==> config.mk <==
export PLATFORM = sky130hd
export DESIGN_NAME = mixed_opcode_tag_decoder
export DESIGN_NICKNAME = d
export VERILOG_FILES = /design/src/rtl/mixed_opcode_tag_decoder.sv
export SDC_FILE = /design/constraint.sdc
export NUM_CORES = 1
export LEC_CHECK = 0
export CAP_MARGIN = 15
export CORE_MARGIN = 5
export CORE_UTILIZATION = 40
export CTS_BUF_LIST = sky130_fd_sc_hd__clkbuf_4
export CTS_CLUSTER_SIZE = 10
export DETAILED_ROUTE_END_ITERATION = 8
export HOLD_SLACK_MARGIN = 0.05
export PLACE_DENSITY = 0.71
export SLEW_MARGIN = 20
export SYNTH_ARGS = -nofsm -noshare
export SYNTH_HDL_FRONTEND = slang
export SYNTH_SLANG_ARGS = --single-unit
export TNS_END_PERCENT = 5
==> constraint.sdc <==
create_clock -name clk -period 3.5 [get_ports clk]
set_input_delay 0.7 -clock clk [delete_from_list [all_inputs] [get_ports clk]]
set_output_delay 0.7 -clock clk [all_outputs]
set_load 0.05 [all_outputs]
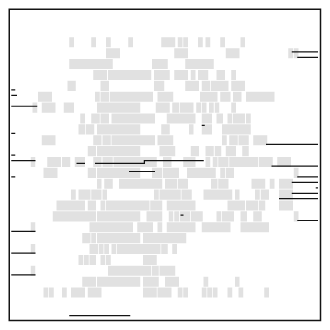
**Above:** run 1 (the metal 3 layer).
Drawn at 4 px/um. Cells faint in the background.
main direction: horizontal
nets with wire on the layer: 23
wire length on this layer: 151 um
routing usage on met3: 2.78%
vias post-DR: 1,174

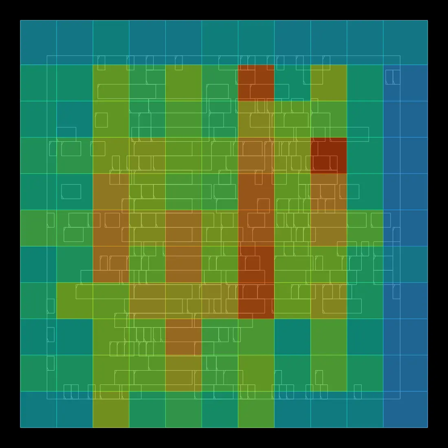
**Above:** run 1 (routing congestion).
GRT Resource Usage Total: 10.1%
busiest grt layer: met2
Core Util, Final: 46.6%

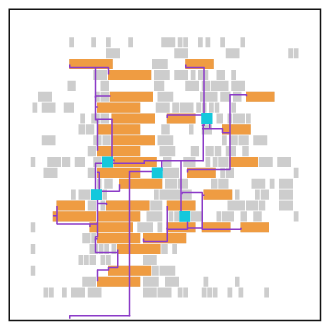
**Above:** run 1 (clock distribution).
Drawn at 4 px/um.
legend:
  clock wires:
    colour: purple
    length: 362 um
  flip-flops:
    colour: orange
    count: 32
  clock-net drivers:
    colour: cyan
    count: 5
routed clock nets: 6
Fin Clk Skew: 10.8 ps
P_clk: 0.202 mW
clock latency at the later pin of the worst-skew pair: 320 ps
clock share of power: 14.5%

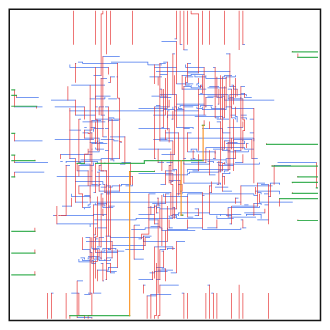
**Above:** run 1 (wiring by layer).
Drawn at 4 px/um.
legend:
  M3:
    colour: green
    wire_length: 151 um
  M4:
    colour: orange
    wire_length: 58.5 um
  M2:
    colour: red
    wire_length: 1,510 um
  M1:
    colour: blue
    wire_length: 1,310 um
Routed wire per std cell: 11.7 um
final WL: 3030 um

==> reports/qor.csv, run 1 <==
stage;metric;value;unit
pwr;PwrDens;682;nW/um^2
timing;Setup Total Neg Slack;0;ps
placement;Placed Instances;251;
pwr;static leakage;0.800;nW
floorplan;core area;4380;sq um
synth;adder share;2.06;%
synth;area reported by Yosys stat;1820;sq um
timing;final setup violation count;0;
clock_network;clk slew on worst S/H paths;90;ps
synth;register area share after synthesis;46.2;%
timing;final hold vios;0;
route;First-pass DRT Iterations;4;
global_routing;largest net degree at the start of global routing;19;
global_routing;grt ovf;0;
clock_network;clock sinks;32;
placement;Final HPWL DP;2370;um
pwr;Peak supply drop;258;uV
synth;ys cells;181;
clock_network;H-tree depth;2;
worst_setup_path;critical path peak fanout;18;
layout;Final Net Count;223;
clock_network;Setup Fix Bufs, Post-CTS;0;
placement;port bufs;24;
timing;fin crit share;82.2;%
synth;top comb family, area;simple AND/OR/NAND/NOR gates;
clock_network;TritonCTS Buffers;5;
synth;Top cell area share;33.0;%
global_routing;first-pass GRT wire length;4900;um
layout;share of layout cells above drive strength 1;10.1;%
route;initial drt markers;52;
timing;Fmax;348;MHz
worst_hold_path;Hold Crit Depth;2;
floorplan;row count;24;
layout;final cell count without fillers;259;
worst_setup_path;FF-to-FF path depth;6;
synth;syn avg cell area;10.1;sq um
route;vias per cell;4.53;
floorplan;DIE AREA;6000;sq um
synth;Synth Area in Simple Gates;18.6;%
placement;GP Congestion;0.691;
timing;relative slew slack;39.7;%
job;Max-cap violations;0;
layout;Area growth, synth to finish;12.2;%
placement;pre-CTS WS;915;ps
synth;Post-Syn Area;1820;sq um
layout;Fill cells;428;
synth;ys flops;32;
timing;fin worst setup slack;623;ps
synth;yosys aoi share;7.57;%
synth;most frequent cell after synthesis;buf_4;
floorplan;Starting Density;41.5;%
layout;n_diodes;0;
clock_network;CTS tree;built;
synth;Synth top cells by count;32 x buf_4, 21 x nor2_1, 20 x edfxtp_1;
layout;max reg flops;20;
run_status;status;completed;
synth;ys flop type;edfxtp_1;
global_routing;antenna violations before repair;0;
timing;Final Max Slew Viols;0;
job;tool warnings;28;
route;post-route ant nets;0;
synth;flip-flops with a built-in enable;20;
synth;Yosys warning total;0;
synth;xor/xnor share;1.93;%
floorplan;chip width;77.4;um
synth;area leader, netlist;edfxtp_1;
-- run 1: final cells by class --
| type | instances | area [sq um] | share of cell area (%) |
|---|---|---|---|
| clock buffer | 5 | 37.5 | 1.84 |
| clock inverter | 3 | 18.8 | 0.919 |
| inverter | 5 | 18.8 | 0.919 |
| multi-input combinational | 136 | 806 | 39.5 |
| sequential | 32 | 841 | 41.2 |
| tap | 52 | 65.1 | 3.19 |
| timing repair buffer | 26 | 255 | 12.5 |
-- run 1: critical path: stages (launching register included) --
cell and delay, ps:
dfxtp_1 720, mux2_2 430, clkdlybuf4s50_1 710
-- run 1: through the flow --
step	instance area [sq um]	hold WS, ps	total power, mW
after floorplan	1940	459	1.07
after global placement	1990	469	1.20
after detailed placement	1990	473	1.20
after CTS	2040	490	1.40
after global routing	2040	509	1.47
final	2040	490	1.39
-- run 1: layer usage --
layer	part of all wire, %	up-vias	track usage [%]
li1	-	612	-
met1	43	527	11.2
met2	50	29	17.7
met3	5.0	6	2.78
met4	1.9	0	5.15
met5	0	-	0
-- run 1: layout by cell type (no fill, tap or decap), types with 2 or more instances in the layout --
cell type,n
and2_1,6
clkdlybuf4s50_1,24
nor2b_1,4
conb_1,32
o21ai_0,2
inv_1,5
nand3b_1,3
a22oi_1,2
mux2i_1,2
clkinvlp_4,2
nor2_1,21
ha_1,3
clkbuf_4,5
and3_1,6
or3_1,2
a31oi_1,2
nor3_1,3
edfxtp_1,20
xor2_1,3
nand2b_1,5
buf_4,2
mux2_2,10
a21oi_1,6
nand2_1,10
dfxtp_1,12
-- run 1: power breakdown --
| part | leakage [nW] | internal [mW] | switching (mW) |
|---|---|---|---|
| Combinational | 0.465 | 0.230 | 0.421 |
| Clock | 0.0249 | 0.0756 | 0.126 |
| Sequential | 0.310 | 0.474 | 0.0664 |
==> run 1 -> run 2 <==
--- a/config.mk
+++ b/config.mk
@@ -12,7 +12,7 @@
 export CTS_CLUSTER_SIZE = 10
 export DETAILED_ROUTE_END_ITERATION = 8
 export HOLD_SLACK_MARGIN = 0.05
-export PLACE_DENSITY = 0.71
+export PLACE_DENSITY = 0.73
 export SLEW_MARGIN = 20
 export SYNTH_ARGS = -nofsm -noshare
 export SYNTH_HDL_FRONTEND = slang
==> constraint.sdc (replaced) <==
create_clock -name clk -period 2.5 [get_ports clk]
set_input_delay 0.5 -clock clk [delete_from_list [all_inputs] [get_ports clk]]
set_output_delay 0.5 -clock clk [all_outputs]
set_load 0.05 [all_outputs]
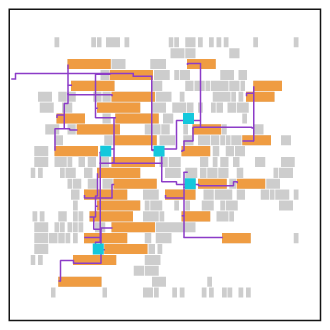
**Above:** run 2 (clock distribution).
Drawn at 4 px/um.
legend:
  clock-net drivers:
    colour: cyan
    count: 5
  flip-flops:
    colour: orange
    count: 32
  clock wires:
    colour: purple
    length: 376 um
routed clock nets: 6
P_clk: 0.299 mW
clock share of power: 15.0%
clock latency at the later pin of the worst-skew pair: 330 ps
Fin Clk Skew: 12.1 ps

==> reports/qor.csv, run 2 <==
stage;metric;value;unit;change
run_status;status;completed;;unchanged
layout;max reg flops;20;;unchanged
placement;pre-CTS WS;-9.14;ps;was 915 ps
floorplan;Starting Density;41.5;%;unchanged
worst_hold_path;Hold WC Path Type;flip-flop to flip-flop;;unchanged
clock_network;clock sinks;32;;unchanged
timing;final period demand of the worst path;2360;ps;
synth;Top cell area share;33.0;%;unchanged
placement;port bufs;24;;unchanged
worst_setup_path;critical path peak fanout;13;;was 18
global_routing;grt ovf;0;;unchanged
clock_network;CTS tree;built;;unchanged
worst_setup_path;Req. time, crit path;2000;ps;was 2800 ps
floorplan;DIE AREA;6000;sq um;unchanged
layout;Area growth, synth to finish;13.8;%;was 12.2%
route;vias post-DR;1215;;was 1,174
synth;ys async rst share;0;%;unchanged
clock_network;clk slew on worst S/H paths;90;ps;about the same
floorplan;I/O pin count;58;;unchanged
route;DR DRC count;0;;unchanged
timing;fin worst setup slack;137;ps;was 623 ps
layout;Final Net Count;227;;was 223
pwr;Peak supply drop;345;uV;was 258 uV
timing;RSZ-0062 raised after global routing;no;;unchanged
worst_setup_path;WP data arrival;1860;ps;was 2180 ps
synth;Post-Synthesis Cells;181;;unchanged
placement;Final HPWL DP;2520;um;was 2370 um
timing;final setup violation count;0;;unchanged
synth;ys cells;181;;unchanged
placement;GP Congestion;0.732;;was 0.691
route;vias per cell;4.62;;was 4.53
worst_setup_path;FF-to-FF path depth;6;;unchanged
synth;number of library cell types mapped by synthesis;39;;unchanged
synth;ys flop type;edfxtp_1;;unchanged
pwr;static leakage;0.839;nW;was 0.800 nW
synth;Synth top cells by count;32 x buf_4, 21 x nor2_1, 20 x edfxtp_1;;unchanged
floorplan;chip width;77.4;um;unchanged
worst_setup_path;Critical Path Sink Type;primary output;;unchanged
global_routing;number of global-route vias before repair;1121;;was 1,101
route;post-route ant nets;0;;unchanged
layout;share of layout cells above drive strength 1;16.6;%;was 10.1%
clock_network;root buffer cell;clkbuf_4;;unchanged
worst_setup_path;internal reg-to-reg setup slack;250;ps;was 1220 ps
global_routing;GRT Resource Usage Total;10.5;%;was 10.1%
worst_setup_path;CP Class;flip-flop to primary output;;unchanged
global_routing;antenna violations before repair;0;;unchanged
clock_network;hold_buf cts;0;;unchanged
job;Max-cap violations;0;;unchanged
synth;ys flops;32;;unchanged
worst_setup_path;startpoint types;flip-flop;;unchanged
pwr;PwrDens;966;nW/um^2;was 682 nW/um^2
synth;Yosys warning total;0;;unchanged
synth;syn avg cell area;10.1;sq um;unchanged
timing;fin crit share;94.5;%;
layout;Core Util, Final;47.2;%;was 46.6%
layout;Top cell excl fill/tap;conb_1;;unchanged
route;initial drt markers;53;;was 52
timing;Final Max Slew Viols;0;;unchanged
clock_network;TritonCTS Buffers;5;;unchanged
floorplan;row count;24;;unchanged
timing;Fmax;423;MHz;
timing;final hold vios;0;;unchanged
synth;most frequent cell after synthesis;buf_4;;unchanged
floorplan;Die H;77.4;um;unchanged
layout;Top Layout Cells;32 x conb_1, 21 x nor2_1, 20 x edfxtp_1, 16 x clkdlybuf4s50_1, 14 x buf_4;;was 32 x conb_1, 24 x clkdlybuf4s50_1, 21 x nor2_1, 20 x edfxtp_1, 12 x dfxtp_1
job;tool warnings;28;;unchanged
timing;WHS;495;ps;was 490 ps
route;Routed wire per std cell;12.3;um;was 11.7 um
worst_hold_path;Hold Crit Depth;2;;unchanged
global_routing;first-pass GRT wire length;5040;um;was 4900 um
route;First-pass DRT Iterations;4;;unchanged
synth;Post-Syn Area;1820;sq um;unchanged
synth;flip-flops with a built-in enable;20;;unchanged
timing;relative slew slack;51.4;%;was 39.7%
synth;area reported by Yosys stat;1820;sq um;unchanged
synth;synth top area cells;edfxtp_1 33%, dfxtp_1 13%, buf_4 13%;;unchanged
clock_network;H-tree depth;2;;unchanged
timing;Worst-Margin Slew;729;ps;was 903 ps
layout;n_diodes;0;;unchanged
floorplan;core area;4380;sq um;unchanged
synth;register area share after synthesis;46.2;%;unchanged
synth;area leader, netlist;edfxtp_1;;unchanged
clock_network;Clock Tree Buf Depth;2;;unchanged
clock_network;Setup Fix Bufs, Post-CTS;0;;unchanged
global_routing;largest net degree at the start of global routing;19;;unchanged
route;final WL;3240;um;was 3030 um
## run 2: layout make-up
cell class	instances	area, sq um
Fill cell	437	2310
Sequential cell	32	842
Multi-Input combinational cell	136	818
Timing Repair Buffer	30	265
Tap cell	52	65.1
Clock buffer	6	45.0
Inverter	5	18.8
Clock inverter	2	16.3
## run 2: report_power, final
part	total [mW]	switching [mW]	internal, mW
Clock	0.299	0.176	0.123
Sequential	0.747	0.0829	0.664
Combinational	0.954	0.623	0.331
## run 2: logic make-up (layout without fill, tap and decap cells)
| kind of cell | after synthesis | count (layout) | synth area share (%) |
|---|---|---|---|
| and+or+nand+nor | 65 | 65 | 18.6 |
| buffers and inverters | 44 | 43 | 16.2 |
| DFF | 32 | 32 | 46.2 |
| AOI/OAI and AO/OA | 20 | 20 | 7.57 |
| muxes | 12 | 12 | 7.29 |
| xor gates and xnor gates | 4 | 4 | 1.93 |
| adders and majority gates | 3 | 3 | 2.06 |
| other | 1 | 32 | 0.206 |
## run 2: timing repair
| item | CTS | global route |
|---|---|---|
| setup endpoints to repair | 2 | 0 |
| hold endpoints to repair | 0 | 0 |
| resized | 1 | 0 |
## run 2: per-layer routing
metal	global-route usage (%)	vias to the layer above	share of wire (%)
met3	3.24	7	5.5
li1	-	628	-
met5	0	-	0
met1	12.3	551	42
met4	5.33	0	1.7
met2	17.3	29	51
## run 2: critical path: stages, from the launching register on
cell and delay (ps):
dfxtp_2 480, mux2_2 370, clkdlybuf4s50_1 700
## run 2: through the flow
step	instance area, sq um	instances	TNS [ps]	power, mW
3_5_place_dp	2000	255	-9.14	1.70
2_1_floorplan	1940	212	0	1.49
3_3_place_gp	2000	255	0	1.69
6_report	2070	263	0	2.00
5_1_grt	2070	263	0	2.11
4_1_cts	2060	263	0	2.00
Power and IR drop assume default switching activity.
